File: config.mk
export PLATFORM = sky130hd
export DESIGN_NAME = flash_op_sequencer
export DESIGN_NICKNAME = d
export VERILOG_FILES = /design/src/rtl/flash_pkg.sv /design/src/rtl/flash_wait_timer.sv /design/src/rtl/flash_op_sequencer.sv
export SDC_FILE = /design/constraint.sdc
export NUM_CORES = 1
export LEC_CHECK = 0
export ABC_AREA = 1
export CAP_MARGIN = 5
export CELL_PAD_IN_SITES_DETAIL_PLACEMENT = 2
export CELL_PAD_IN_SITES_GLOBAL_PLACEMENT = 2
export CORE_ASPECT_RATIO = 1.5
export CORE_MARGIN = 8
export CORE_UTILIZATION = 36
export CTS_CLUSTER_DIAMETER = 150
export CTS_CLUSTER_SIZE = 12
export DETAILED_ROUTE_END_ITERATION = 8
export DONT_BUFFER_PORTS = 1
export HOLD_SLACK_MARGIN = 0.12
export PLACE_DENSITY_LB_ADDON = 0.1
export SYNTH_ARGS = -nofsm -noshare
export SYNTH_HDL_FRONTEND = slang
export SYNTH_HIERARCHICAL = 1
export SYNTH_SLANG_ARGS = --single-unit
export TNS_END_PERCENT = 100
File: constraint.sdc
create_clock -name clk -period 2.67 [get_ports clk]
set_input_delay 0.534 -clock clk [delete_from_list [all_inputs] [get_ports clk]]
set_output_delay 0.534 -clock clk [all_outputs]
set_load 0.005 [all_outputs]
File: src/rtl/flash_pkg.sv
// Shared definitions for the SPI flash operation front-end.
package flash_pkg;

  localparam int unsigned TOL_WD  = 40;
  localparam int unsigned ADDR_WD = 24;
  localparam int unsigned DATA_WD = 8;

  localparam logic [7:0] OPC_WREN = 8'h06;
  localparam logic [7:0] OPC_PP   = 8'h02;
  localparam logic [7:0] OPC_READ = 8'h03;
  localparam logic [7:0] OPC_SE   = 8'h20;
  localparam logic [7:0] OPC_RDID = 8'h9F;

  typedef enum logic [1:0] {
    OP_READ    = 2'd0,
    OP_PROGRAM = 2'd1,
    OP_ERASE   = 2'd2,
    OP_READ_ID = 2'd3
  } op_t;

  typedef enum logic [2:0] {
    S_IDLE,
    S_WREN,
    S_ISSUE,
    S_WAIT_LO,
    S_WAIT_HI,
    S_TIMER,
    S_DONE
  } state_t;

  localparam logic [TOL_WD-1:0] WREN_WORD = {OPC_WREN, {(TOL_WD-8){1'b0}}};

  // Main command word for an operation, laid out as {opcode, addr, data}.
  function automatic logic [TOL_WD-1:0] op_word(input op_t op,
                                                input logic [ADDR_WD-1:0] addr,
                                                input logic [DATA_WD-1:0] data);
    logic [TOL_WD-1:0] w;
    case (op)
      OP_READ:    w = {OPC_READ, addr, {DATA_WD{1'b0}}};
      OP_PROGRAM: w = {OPC_PP, addr, data};
      OP_ERASE:   w = {OPC_SE, addr, {DATA_WD{1'b0}}};
      default:    w = {OPC_RDID, {(TOL_WD-8){1'b0}}};
    endcase
    return w;
  endfunction

endpackage

File: src/rtl/flash_wait_timer.sv
// Loadable down-counter that stops at zero and flags it.
module flash_wait_timer #(
  parameter int unsigned WD = 20
) (
  input  logic          clk,
  input  logic          rst_n,
  input  logic          load,
  input  logic [WD-1:0] load_val,
  input  logic          dec,
  output logic          zero
);

  logic [WD-1:0] count;

  assign zero = (count == '0);

  // Load takes priority over decrement; the count never wraps below zero.
  always_ff @(posedge clk or negedge rst_n) begin
    if (!rst_n)            count <= '0;
    else if (load)         count <= load_val;
    else if (dec && !zero) count <= count - 1'b1;
  end

endmodule

File: src/rtl/flash_op_sequencer.sv
// Expands host flash operations into engine command words, with WREN prefix
// and post-program / post-erase wait timing.
module flash_op_sequencer
  import flash_pkg::*;
#(
  parameter int unsigned T_PP   = 4096,
  parameter int unsigned T_SE   = 65536,
  parameter int unsigned TMR_WD = 20
) (
  input  logic               clk,
  input  logic               rst_n,
  input  logic [1:0]         req_op,
  input  logic [ADDR_WD-1:0] req_addr,
  input  logic [DATA_WD-1:0] req_data,
  input  logic               req_vld,
  output logic               req_rdy,
  output logic [TOL_WD-1:0]  cmd_out,
  output logic               cmd_vld,
  input  logic               cmd_rdy,
  output logic               busy,
  output logic               done
);

  localparam logic [TMR_WD-1:0] PP_LOAD = TMR_WD'(T_PP - 1);
  localparam logic [TMR_WD-1:0] SE_LOAD = TMR_WD'(T_SE - 1);

  state_t             state, state_nxt;
  op_t                op_q;
  logic [ADDR_WD-1:0] addr_q;
  logic [DATA_WD-1:0] data_q;
  logic               wren_q;
  logic               req_fire, cmd_fire;
  logic               cmd_load;
  logic [TOL_WD-1:0]  cmd_nxt;
  logic               tmr_load, tmr_dec, tmr_zero;
  logic [TMR_WD-1:0]  tmr_val;

  // Outputs decode the registered state, so they drop as soon as reset hits.
  assign req_rdy  = (state == S_IDLE);
  assign busy     = (state != S_IDLE);
  assign done     = (state == S_DONE);
  assign cmd_vld  = (state == S_WREN) || (state == S_ISSUE);
  assign req_fire = req_vld && req_rdy;
  assign cmd_fire = cmd_vld && cmd_rdy;

  flash_wait_timer #(.WD(TMR_WD)) u_timer (
    .clk      (clk),
    .rst_n    (rst_n),
    .load     (tmr_load),
    .load_val (tmr_val),
    .dec      (tmr_dec),
    .zero     (tmr_zero)
  );

  // State, request latch, WREN flag and the held command word.
  always_ff @(posedge clk or negedge rst_n) begin
    if (!rst_n) begin
      state   <= S_IDLE;
      op_q    <= OP_READ;
      addr_q  <= '0;
      data_q  <= '0;
      wren_q  <= 1'b0;
      cmd_out <= '0;
    end else begin
      state <= state_nxt;
      if (req_fire) begin
        op_q   <= op_t'(req_op);
        addr_q <= req_addr;
        data_q <= req_data;
      end
      if (cmd_fire) wren_q <= (state == S_WREN);
      if (cmd_load) cmd_out <= cmd_nxt;
    end
  end

  // Next state; the command word is loaded on entry to S_WREN/S_ISSUE so it
  // is already stable in the first cycle cmd_vld is high.
  always_comb begin
    state_nxt = state;
    cmd_load  = 1'b0;
    cmd_nxt   = cmd_out;
    tmr_load  = 1'b0;
    tmr_val   = '0;
    tmr_dec   = 1'b0;
    case (state)
      S_IDLE: begin
        if (req_fire) begin
          cmd_load = 1'b1;
          if (op_t'(req_op) == OP_PROGRAM || op_t'(req_op) == OP_ERASE) begin
            state_nxt = S_WREN;
            cmd_nxt   = WREN_WORD;
          end else begin
            state_nxt = S_ISSUE;
            cmd_nxt   = op_word(op_t'(req_op), req_addr, req_data);
          end
        end
      end
      S_WREN, S_ISSUE: begin
        if (cmd_fire) state_nxt = S_WAIT_LO;
      end
      S_WAIT_LO: begin
        if (!cmd_rdy) state_nxt = S_WAIT_HI;
      end
      S_WAIT_HI: begin
        if (cmd_rdy) begin
          if (wren_q) begin
            state_nxt = S_ISSUE;
            cmd_load  = 1'b1;
            cmd_nxt   = op_word(op_q, addr_q, data_q);
          end else if (op_q == OP_PROGRAM) begin
            state_nxt = S_TIMER;
            tmr_load  = 1'b1;
            tmr_val   = PP_LOAD;
          end else if (op_q == OP_ERASE) begin
            state_nxt = S_TIMER;
            tmr_load  = 1'b1;
            tmr_val   = SE_LOAD;
          end else begin
            state_nxt = S_DONE;
          end
        end
      end
      S_TIMER: begin
        if (tmr_zero) state_nxt = S_DONE;
        else          tmr_dec   = 1'b1;
      end
      S_DONE:  state_nxt = S_IDLE;
      default: state_nxt = S_IDLE;
    endcase
  end

endmodule
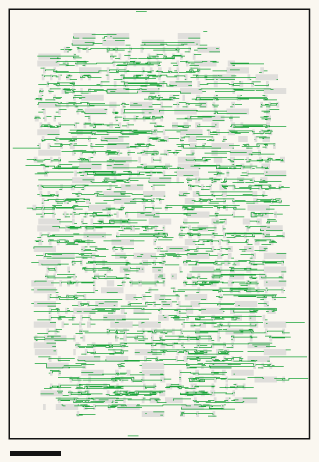
*Signal wires on met1*
Bar = 20 microns.
The longest straight run is 39.6 microns. The wires run mostly horizontal. The layer holds 38% of the routed length. 749 nets have wire on it. The layer carries 7,250 microns of wire.

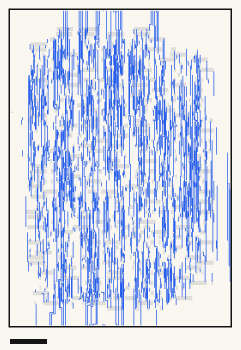
*The metal 2 layer*
Bar = 20 microns.
The wires run mostly vertical. The layer holds 56% of the routed length. 728 nets have wire on it.

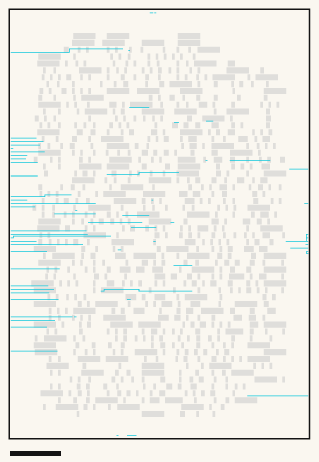
*The metal 3 layer*
Bar = 20 microns.
The layer holds 3.8% of the routed length. 47 nets have wire on it. The layer carries 732 microns of wire. The longest straight run is 38.4 microns.

==> job_summary.md <==
### Metrics collected by this job

| Metric | Value |
|---|---|
| Floorplan Utilization | 36.5% |
| Via count | 5,110 |
| Top Layout Cells | sky130_fd_sc_hd__nand2_1, sky130_fd_sc_hd__dfrtp_1, sky130_fd_sc_hd__nand3_1 |
| Max FO, Critical Path | 19 |
| Comb gates | 609 |
| Crit path largest cell delay | 0.39 ns |
| Number of DRC markers in iteration 0 | between 150 and 200 |
| Post-route total power | 0.00655 W |
| Worst setup path category | flip-flop to flip-flop |
| Synthesized flop and latch total | 95 |
| Uppermost routed layer | met4 |
| Biggest area cells | sky130_fd_sc_hd__dfrtp_1, sky130_fd_sc_hd__nand2_1, sky130_fd_sc_hd__nand3_1, sky130_fd_sc_hd__nor2_1, sky130_fd_sc_hd__nand4_1 |
| Number of well taps | 203 |
| Setup crit start | u_timer/count[0]$_DFFE_PN0P_ |
| Xor/xnor share of the synthesized area | 2.02% |
| Most frequent logic cell in the layout | sky130_fd_sc_hd__nand2_1 |
| Worst setup endpoint | u_timer/count[0]$_DFFE_PN0P_ |
| Maximum root-to-sink buffer count | 2 |
| Remaining max-slew budget at the tightest pin | 53.4% |
| Sequential cell area share | 39.3% |
| Final Hold Viols | 95 |
| Fraction of synthesized area in multiplexers | 0% |
| Final non-clock buffer share | under 10% |
| Number of warning messages in the logs | 36 |
| Number of detailed-route iterations in the first pass | 4 |
| Antenna violations before repair | 0 |
| Number of cell rows | 56 |
| Largest registers in the final layout | cmd_out (37), addr_q (24), u_timer/count (20) |
| Yosys cell count | just under 800 |
| Layout sequential cell count | 95 |
| R2R Path End | u_timer/count[0]$_DFFE_PN0P_ |
| Cell repeated most along the worst path | sky130_fd_sc_hd__inv_1 |
| Smallest hold slack | -0.124 ns |
| Number of top-level pins | approximately 82 |
| Highest ir drop seen on vdd | 0.450 mV |
| Status | finished with violations |
| Reg2Reg Setup Slack | 0.33 ns |
| Clock Pin Slew Worst Setup and Hold Paths | 0.08 ns |
| CP max-delay cell | sky130_fd_sc_hd__dfrtp_1 |
| Area of the die | 0.0200 sq mm |
| CLK BUF | 9 |
| Yosys warnings | 6 |
| Maximum capacitance violations | 0 |
| Routed metal-1 wirelength | 7.25 mm |
| Violated checks | negative hold slack |
| Avg Vias per Cell | 5.24 |
| Worst skew pair latency | between 0.3 and 0.4 ns |
| Number of levels in the clock H-tree | 3 |
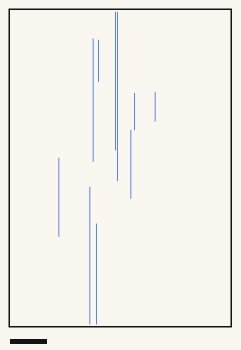
*Metal 4*
Bar = 20 microns.
The layer carries 494 microns of wire. The layer holds 2.6% of the routed length.

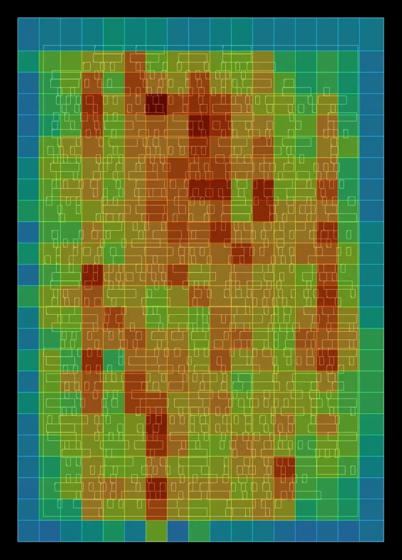
*Routing congestion*
met2 usage: 38.6%
global-route usage over all layers: 19.7%
met3 Track Usage GR: 3.80%
GRT Max-Usage Layer: met2

No activity file was given, so power comes from the tool's default toggle rates.
